===== src/rtl/timer_pkg.sv =====
// Shared constants and helpers for the 1 us tick timer.
// Latency: n/a (package only).
// Backpressure: n/a (package only).
package timer_pkg;

  // Nominal clock cycles per microsecond at 25 MHz.
  localparam int CLK_PER_US_DEFAULT = 25;

  // Counter width for a modulo-n counter, never narrower than one bit.
  function automatic int cnt_width(input int n);
    int w;
    w = $clog2(n);
    return (w < 1) ? 1 : w;
  endfunction

endpackage


===== src/rtl/us_prescaler.sv =====
// Microsecond prescaler: strobes for one clock every CLK_PER_US clocks.
// Latency: strobe is combinational from the registered prescale count.
// Backpressure: none; with TIMER_PAUSE_EN, i_pause freezes the count and masks the strobe.
module us_prescaler
  import timer_pkg::*;
#(
  parameter int CLK_PER_US = CLK_PER_US_DEFAULT
) (
  input  logic i_clk_25MHz,
  input  logic i_reset,
`ifdef TIMER_PAUSE_EN
  input  logic i_pause,
`endif
  output logic o_strobe
);

  localparam int              W    = cnt_width(CLK_PER_US);
  localparam logic [W-1:0]    LAST = W'(CLK_PER_US - 1);

  if (CLK_PER_US < 1) begin : g_bad_clk_per_us
    $error("us_prescaler: CLK_PER_US must be >= 1");
  end

  // Power-up value matters on FPGA targets where reset may not be applied at once.
  logic [W-1:0] pre_cnt = '0;
  logic         run;

`ifdef TIMER_PAUSE_EN
  assign run = !i_pause;
`else
  assign run = 1'b1;
`endif

  // A paused prescaler must not advance the microsecond counter downstream.
  assign o_strobe = run && (pre_cnt == LAST);

  // Modulo-CLK_PER_US count, wrapping by equality so it never exceeds LAST.
  always_ff @(posedge i_clk_25MHz) begin
    if (i_reset) begin
      pre_cnt <= '0;
    end else if (run) begin
      pre_cnt <= (pre_cnt == LAST) ? '0 : pre_cnt + 1'b1;
    end
  end

endmodule


===== src/rtl/timer_1us_tick.sv =====
// Periodic tick: o_q pulses one clock every PERIOD_US*CLK_PER_US clocks (optional macro TIMER_PAUSE_EN adds i_pause).
// Latency: first pulse registered PERIOD_US*CLK_PER_US edges after the last reset edge.
// Backpressure: none; with TIMER_PAUSE_EN, i_pause holds both counters and forces o_q low.
module timer_1us_tick
  import timer_pkg::*;
#(
  parameter int PERIOD_US  = 90000,
  parameter int CLK_PER_US = CLK_PER_US_DEFAULT
) (
  input  logic i_clk_25MHz,
  input  logic i_reset,
`ifdef TIMER_PAUSE_EN
  input  logic i_pause,
`endif
  output logic o_q
);

  localparam int           W       = cnt_width(PERIOD_US);
  localparam logic [W-1:0] US_LAST = W'(PERIOD_US - 1);

  if (PERIOD_US < 1 || CLK_PER_US < 1) begin : g_bad_params
    $error("timer_1us_tick: PERIOD_US and CLK_PER_US must be >= 1");
  end

  logic         us_strobe;
  // Power-up values matter on FPGA targets where reset may not be applied at once.
  logic [W-1:0] us_cnt = '0;
  logic         q_r    = 1'b0;

  us_prescaler #(
    .CLK_PER_US (CLK_PER_US)
  ) u_pre (
    .i_clk_25MHz (i_clk_25MHz),
    .i_reset     (i_reset),
`ifdef TIMER_PAUSE_EN
    .i_pause     (i_pause),
`endif
    .o_strobe    (us_strobe)
  );

  // Count microseconds modulo PERIOD_US and register the tick on the terminal strobe.
  // The prescaler masks its strobe during pause, so o_q drops and us_cnt holds for free.
  always_ff @(posedge i_clk_25MHz) begin
    if (i_reset) begin
      us_cnt <= '0;
      q_r    <= 1'b0;
    end else begin
      if (us_strobe) begin
        us_cnt <= (us_cnt == US_LAST) ? '0 : us_cnt + 1'b1;
      end
      q_r <= us_strobe && (us_cnt == US_LAST);
    end
  end

  assign o_q = q_r;

endmodule


===== config.mk =====
export PLATFORM = sky130hd
export DESIGN_NAME = timer_1us_tick
export DESIGN_NICKNAME = d
export VERILOG_FILES = /design/src/rtl/timer_pkg.sv /design/src/rtl/us_prescaler.sv /design/src/rtl/timer_1us_tick.sv
export SDC_FILE = /design/constraint.sdc
export NUM_CORES = 1
export LEC_CHECK = 0
export ABC_AREA = 1
export CAP_MARGIN = 40
export CORE_UTILIZATION = 28
export DETAILED_ROUTE_END_ITERATION = 8
export PLACE_DENSITY_LB_ADDON = 0.1
export SYNTH_ARGS = -nofsm -noshare
export SYNTH_HDL_FRONTEND = slang
export SYNTH_SLANG_ARGS = --single-unit

===== constraint.sdc =====
create_clock -name i_clk_25MHz -period 1.4 [get_ports i_clk_25MHz]
set_input_delay 0.28 -clock i_clk_25MHz [delete_from_list [all_inputs] [get_ports i_clk_25MHz]]
set_output_delay 0.28 -clock i_clk_25MHz [all_outputs]
set_load 0.05 [all_outputs]

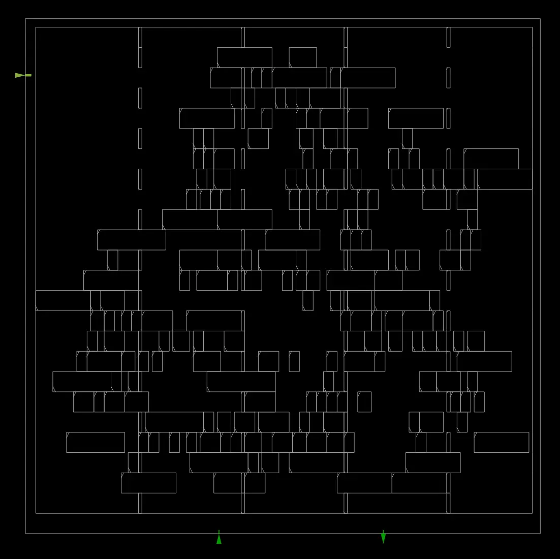
Run 1: placement view
fillcell total: 464
Post-Route Utilization: 35.89%
area of the core: 4354 um2

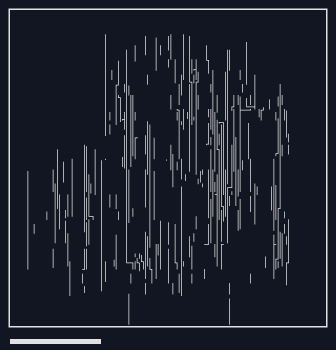
Run 1: met2 routing
Bar = 20 um.
main direction	vertical
wire length on this layer	1350 um
nets with wire on the layer	152
share of all routed wire	50%
longest straight run	46.5 um

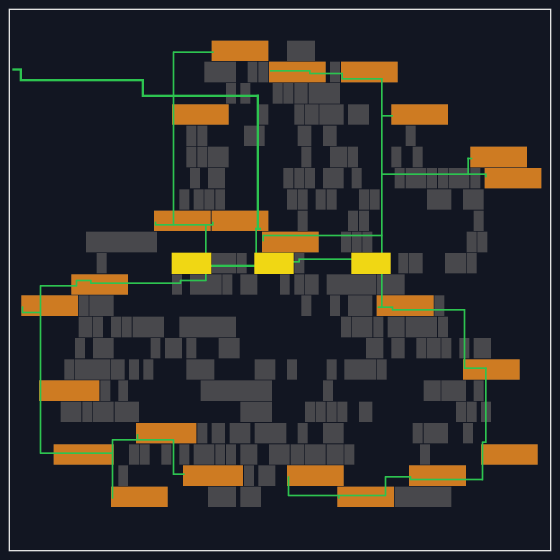
Run 1: routed clock nets over the placement
[orange] flip-flops | count: 23
[yellow] clock-net drivers | count: 3
[green] clock wires | length: 345 um
routed clock nets	4
flops lie	all over the die

==> run 1: per-layer routing <==
| layer | wire, um | track usage, % | vias up |
|---|---|---|---|
| met3 | 48 | 3.070 | 2 |
| met5 | 0 | 0 | - |
| met4 | 17 | 2.041 | 0 |
| met2 | 1351 | 21.68 | 3 |
| li1 | - | - | 585 |
| met1 | 1303 | 13.98 | 473 |
==> run 1: worst paths after layout <==
| check | startpoint | to | cells after the start |
|---|---|---|---|
| max reg2reg | us_cnt[0] | us_cnt[0] | 10 |
| min reg2reg | u_pre.pre_cnt[0] | u_pre.pre_cnt[0] | 2 |
| max | us_cnt[0] | us_cnt[0] | 10 |
| min | u_pre.pre_cnt[0] | u_pre.pre_cnt[0] | 2 |
==> run 1: state kept, by name, indices dropped and copies added, names as in the netlist <==
register and count:
o_q 1, us_cnt 17, u_pre.pre_cnt 5
==> run 1: stage by stage <==
stage / instance area (um2) / power, mW / setup TNS [ps] / std cells
after global placement: 1455 / 0.7338 / 0 / 246
after CTS: 1505 / 1.163 / 0 / 250
after detailed placement: 1455 / 0.7340 / 0 / 246
final: 1563 / 1.154 / 0 / 251
after floorplan: 1262 / 0.7132 / 0 / 179
after global routing: 1563 / 1.225 / -0.2741 / 251
==> run 1: worst max-delay path, cell delays in order (launching register included) <==
cell and delay (ps):
dfxtp_2 360, ha_4 140, nand2_1 60, inv_2 80
nand2_1 60, nor2_1 80, nand2_1 90, nand2_2 90
nand2_4 90, inv_8 100, nor2_1 40
==> run 1: report_power, final <==
part	total (mW)	switching, mW	internal, mW
registers	0.667	0.00574	0.662
clock network	0.417	0.214	0.203
logic	0.0696	0.0382	0.0315
total	1.15	0.258	0.896
==> run 1: cell usage after synthesis, types with 2 or more instances <==
cell type,count
nor2_1,33
inv_2,4
nand2_2,4
nor2_4,4
o21bai_1,2
nor2_2,2
inv_1,24
nand4_1,3
nand3b_1,3
nand3_1,7
dfxtp_1,23
nand2_1,44
xor2_1,7
ha_1,3
nor3_1,4
nand2_4,2
o21ai_1,2
==> run 1: cell type report <==
type / instances / area, um2 / share of cell area [%]
multi-input cells: 127 / 735.7 / 47.08
inverters: 29 / 116.4 / 7.446
clock buffers: 4 / 45.04 / 2.882
flip-flops and latches: 23 / 465.4 / 29.78
repair buffers: 16 / 135.1 / 8.647
well taps: 52 / 65.06 / 4.163
==> run 1: logic make-up (layout without fill, tap and decap cells) <==
group                    Yosys count  in the layout  synth area share (%)
AND-OR/OR-AND                      7              7                 3.369
flip-flops                        23             23                 36.47
XOR/XNOR                           8              8                 5.550
buffers and inverters             29             49                 9.019
AND/OR/NAND/NOR                  109            109                 42.62
adder cells (fa/ha/maj)            3              3                 2.974
==> run 1: repair_timing <==
| action | in CTS | in global routing |
|---|---|---|
| hold buffers | 0 | 0 |
| endpoints found under the setup margin | 1 | 15 |
| buffers inserted | 0 | 1 |
| pin swaps | 0 | 7 |
| endpoints found under the hold margin | 0 | 0 |
| gates resized | 1 | 17 |
==> metrics.yaml, run 1 <==
yosys_area_um2: 1262
n_antenna_cell: 0
worstMarginPinSlew_ps: 287.8
flop_cell: "dfxtp_1"
leakagePower_nw: 0.6666
maxCapViolations: 0
grt_use_total_pct: 11.87
num_io_pins: 3
area_growth_pct: 23.79
cts_tree: "yes"
wirelength_um: 2719
setup_viol: 0
syn_nets: 184
grt_antenna_before_repair: 0
ys_cells: 179
via_per_inst: 4.235
slew_headroom_pct: 80.66
crit_fanout: 8
drtIter0Drc: 30
warnings: 27
cts_buffers: 3
ant_nets: 0
ir_drop_uv: 436.1
grt_overflow: 0
async_flop_share_pct: 0
grt_pass1_vias: 1058
cp.arrival_ps: 1440
ys_seq_share_pct: 36.47
path_class: "register to register"
clkLatencyLatePin_ps: 260
fin_skew_ps: 8.977
synth_cells: 179
nNetsFinal: 205
timing.final.ws_setup_ps: 114.4
post-route-period-util_pct: 91.83
cp-start-kind: "register"
netlist_area_um2: 1262
numSynthFlops: 23
fp_util_pct: 28.99
final_common_cell: "nand2_1"
min_period_ps: 1286
dr.pass1.iters: 4
hold_path_class: "register to register"
dp_hpwl_um: 2118
pre_cts_slack_ps: 15.19
synth-edff-count: 0
status: "finished, final reports clean"
==> inputs of run 2 (changes only) <==
- HOLD_SLACK_MARGIN: unset -> 0.02
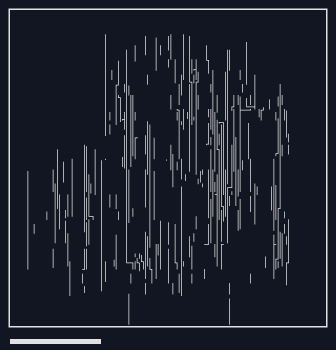
Run 2: met2 routing
Bar = 20 um.
wire length on this layer	1350 um
longest straight run	46.5 um
share of all routed wire	50%
nets with wire on the layer	152

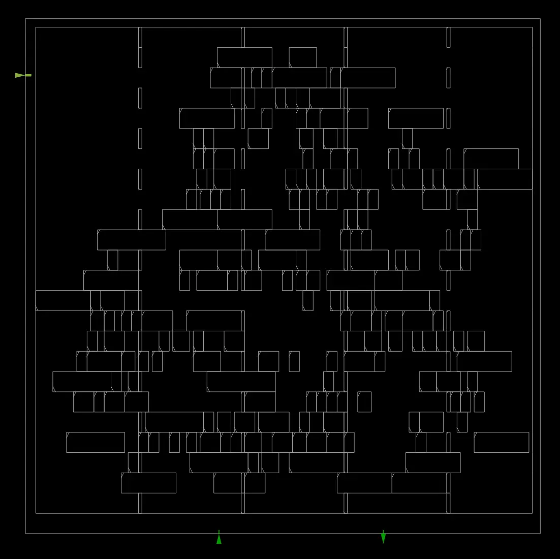
Run 2: placement view
# rows: 24
non-filler cells in the finished layout: 251
flop count: 23

==> run 2 against run 1 <==
  * Die area stayed put
  * Sequential cell count stayed put
  * Global-route usage stayed put
  * Largest cell class unchanged
  * Area after synthesis stayed put
  * First-iteration DRC count stayed put
==> metrics.yaml, run 2 <==
rr_endpoint: "us_cnt[0]"
num_io_pins: 3  # unchanged
cp.arrival_ps: 1440  # about the same
async_flop_share_pct: 0  # unchanged
post-route-period-util_pct: 91.83  # unchanged
final_common_cell: "nand2_1"
fp_util_pct: 28.99  # unchanged
setup_tns_ps: 0  # unchanged
hold_end: "u_pre.pre_cnt[0]"
numSynthFlops: 23  # unchanged
critPathMostFrequentCell: "nand2_1"
warnings: 27  # unchanged
core-area_um2: 4354  # unchanged
grt_use_total_pct: 11.87  # unchanged
setup_viol: 0  # unchanged
crit_chain: "ha_4 > nand2_1 > inv_2 > nand2_1 > nor2_1 > nand2_1 > nand2_2 > nand2_4 > inv_8 > nor2_1"
maxCapViolations: 0  # unchanged
via_per_inst: 4.235  # unchanged
status: "finished, final reports clean"
flop_cell: "dfxtp_1"
grt_overflow: 0  # unchanged
synth.cellmix.xorXnorShare_pct: 5.550  # unchanged
-- run 2: cell counts after synthesis --
Identical to the previous run, type by type.
-- run 2: how the worst max path moves through the flow --
| stage | start | endpoint | slack (ps) |
|---|---|---|---|
| 2_1_floorplan | u_pre.pre_cnt[0] | us_cnt[4] | 100 |
| 3_3_place_gp | u_pre.pre_cnt[0] | us_cnt[4] | 40 |
| 3_5_place_dp | u_pre.pre_cnt[1] | us_cnt[4] | 20 |
| 4_1_cts | us_cnt[0] | us_cnt[0] | 7 |
| 5_1_grt | us_cnt[0] | us_cnt[9] | -0.3 |
| 6_report | us_cnt[0] | us_cnt[0] | 110 |
-- run 2: cells by family after synthesis --
family / count (synthesis)
simple gates: 109
buf+inv: 29
flops: 23
xor+xnor: 8
compound gates: 7
fa+ha+maj: 3
-- run 2: metal layers --
layer,GRT usage (%),up-vias,share of wire (%)
met5,0,-,0
met4,2.041,0,0.63
met3,3.070,2,1.8
met2,21.68,3,50
met1,13.98,473,48
li1,-,585,-
-- run 2: worst max-delay path, delay by kind of cell, from the launching register on --
| kind | cells | cell delay [ps] |
|---|---|---|
| DFF | 1 | 360 |
| adders and majority gates | 1 | 140 |
| buffers and inverters | 2 | 180 |
| and+or+nand+nor | 7 | 510 |
-- run 2: cell type report --
class	instances	area, um2
Multi-Input combinational cell	127	735.7
Timing Repair Buffer	16	135.1
Fill cell	464	2791
Inverter	29	116.4
Sequential cell	23	465.4
Clock buffer	4	45.04
Tap cell	52	65.06
-- run 2: power breakdown --
group          internal [mW]  switching, mW  leakage (nW)
clock                  0.203          0.214        0.0228
combinational         0.0315         0.0382         0.456
sequential             0.662        0.00574         0.187
total                  0.896          0.258         0.667
-- run 2: stage by stage --
stage          total power [mW]  setup slack (ps)  utilization, %  cells  hold slack (ps)
4_1_cts                   1.163             6.899           34.57    250            528.3
2_1_floorplan            0.7132             95.24               -    179            351.5
5_1_grt                   1.225           -0.2741           35.89    251            537.7
6_report                  1.154             114.4           35.89    251            515.7
3_3_place_gp             0.7338             36.21           33.42    246            502.7
3_5_place_dp             0.7340             15.19           33.42    246            510.4
-- run 2: timing repair --
action | 4_1_cts | 5_1_grt
pin swaps | 0 | 7
setup buffers | 0 | 1
cloned | 0 | 0
resized | 1 | 17
setup endpoints to repair | 1 | 15
==> inputs of run 3 (changes only) <==
- ABC_CLOCK_PERIOD_IN_PS: unset -> 1400
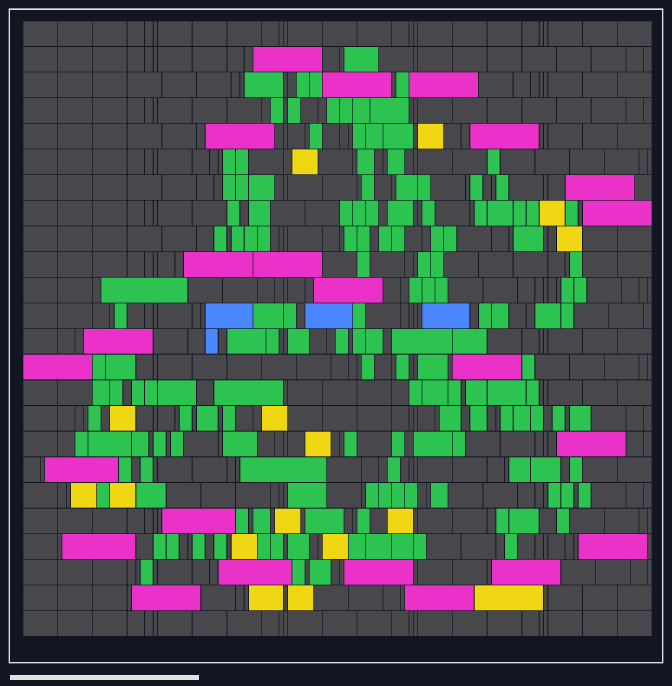
Run 3: placed cells, one colour a class
Bar = 20 um. Fill, decap, tap and diode cells in grey.
colour	class	cells	share of their area
yellow	remaining buffers and delay cells	16	9.0%
blue	clock drivers and dummy loads	4	3.0%
green	remaining logic cells	156	57%
magenta	registers	23	31%

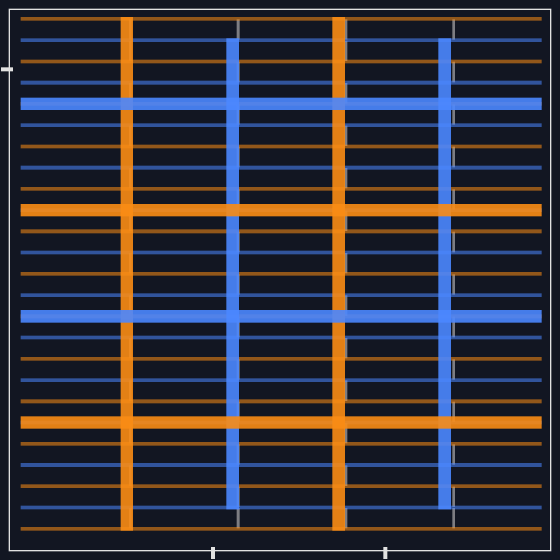
Run 3: PDN straps and rails
Pins as bars on the die edge. Tap cells in grey.
colour	net
blue	VDD
orange	VSS
met4 straps	4
met5 straps	4

==> run 3 against run 2 <==
  * Sequential cell count unchanged
  * Final cell count unchanged
  * Clock-buffer cell count unchanged
  * Synthesized cell count unchanged
  * Non-clock buffer count unchanged
  * Power unchanged
  * Area after synthesis unchanged
  * Die area unchanged
  * Sequential power about the same
  * Core utilization unchanged
  * Critical path depth unchanged
  * Maximum frequency unchanged
  * Critical endpoint unchanged
==> metrics.yaml, run 3 <==
min_period_ps: 1286
ys.warnings.count: 0
fp_util_pct: 28.99  # unchanged
maxCapViolations: 0  # unchanged
core-area_um2: 4354  # unchanged
ys_seq_share_pct: 36.47
warnings: 27  # unchanged
cp_top_family: "simple AND/OR/NAND/NOR gates"
numSynthFlops: 23  # unchanged
yosys_area_um2: 1262
status: "finished, final reports clean"
cp.arrival_ps: 1440  # about the same
cp_slowest_stage_delay_ps: 360
via_per_inst: 4.235  # unchanged
htreeDepth: 1
grt_overflow: 0  # unchanged
async_flop_share_pct: 0  # unchanged
nNetsFinal: 205
setup_viol: 0  # unchanged
largest_register_ffs: 17
flop_cell: "dfxtp_1"
crit_chain: "ha_4 > nand2_1 > inv_2 > nand2_1 > nor2_1 > nand2_1 > nand2_2 > nand2_4 > inv_8 > nor2_1"
row_count: 24  # unchanged
fill_cells: 464  # unchanged
setup_tns_ps: 0  # unchanged
cts.sinks: 23
cp.buffers_inverters: 2  # unchanged
yosysUniqueCellTypes: 25
hold_path_class: "register to register"
power_density_nw_per_um2: 738.7
report.final.slew_viol_count: 0
grt_max_degree: 13
dp.cells: 246  # unchanged
critPathMostFrequentCell: "nand2_1"
fmax_ghz: 0.7779
final_common_cell: "nand2_1"
grt_antenna_before_repair: 0
fin_skew_ps: 8.977
num_io_pins: 3  # unchanged
fin_cells: 251  # unchanged
gp_congestion: 0.8047
post-route-period-util_pct: 91.83  # unchanged
grt_use_total_pct: 11.87  # unchanged
finalPower_mw: 1.154  # unchanged
die_area_um2: 4781
run 3: tightest hold or removal path, stage by stage, from the launching register on:
cell and delay (ps):
dfxtp_2 340, buf_4 110, nor2_1 40
run 3: timing repair:
action | 4_1_cts | 5_1_grt
setup endpoints to repair | 1 | 15
setup buffers | 0 | 1
resized | 1 | 17
pin swaps | 0 | 7
gates cloned | 0 | 0
endpoints found under the hold margin | 0 | 0
run 3: logic make-up (layout without fill, tap and decap cells):
group	count (synthesis)	after routing	synth area share, %
simple gates	109	109	42.62
buf+inv	29	49	9.019
flops	23	23	36.47
xor+xnor	8	8	5.550
compound gates	7	7	3.369
fa+ha+maj	3	3	2.974
run 3: final timing paths:
check,startpoint,to,slack [ps],depth (start not counted)
worst max-delay path,us_cnt[0],us_cnt[0],110,10
worst min register to register,u_pre.pre_cnt[0],u_pre.pre_cnt[0],520,2
worst max register to register,us_cnt[0],us_cnt[0],110,10
worst min-delay path,u_pre.pre_cnt[0],u_pre.pre_cnt[0],520,2
run 3: power breakdown:
group / switching, mW / internal [mW]
clock: 0.214 / 0.203
sequential: 0.00574 / 0.662
combinational: 0.0382 / 0.0315
run 3: area by class of cell:
cell class	count	area [um2]	area share (%)
flip-flops and latches	23	465.4	29.78
well taps	52	65.06	4.163
repair buffers	16	135.1	8.647
multi-input cells	127	735.7	47.08
inverters	29	116.4	7.446
clock buffers	4	45.04	2.882
run 3: layer usage:
layer | share of wire, % | GRT usage, %
met5 | 0 | 0
met4 | 0.63 | 2.041
met3 | 1.8 | 3.070
met2 | 50 | 21.68
met1 | 48 | 13.98
run 3: stage by stage:
step / hold WS, ps / area [um2] / worst slack [ps] / utilization (%)
final: 515.7 / 1563 / 114.4 / 35.89
after global routing: 537.7 / 1563 / -0.2741 / 35.89
after CTS: 528.3 / 1505 / 6.899 / 34.57
after detailed placement: 510.4 / 1455 / 15.19 / 33.42
after global placement: 502.7 / 1455 / 36.21 / 33.42
after floorplan: 351.5 / 1262 / 95.24 / -
Power figures rest on the tool's default switching activity, not on a simulated workload.
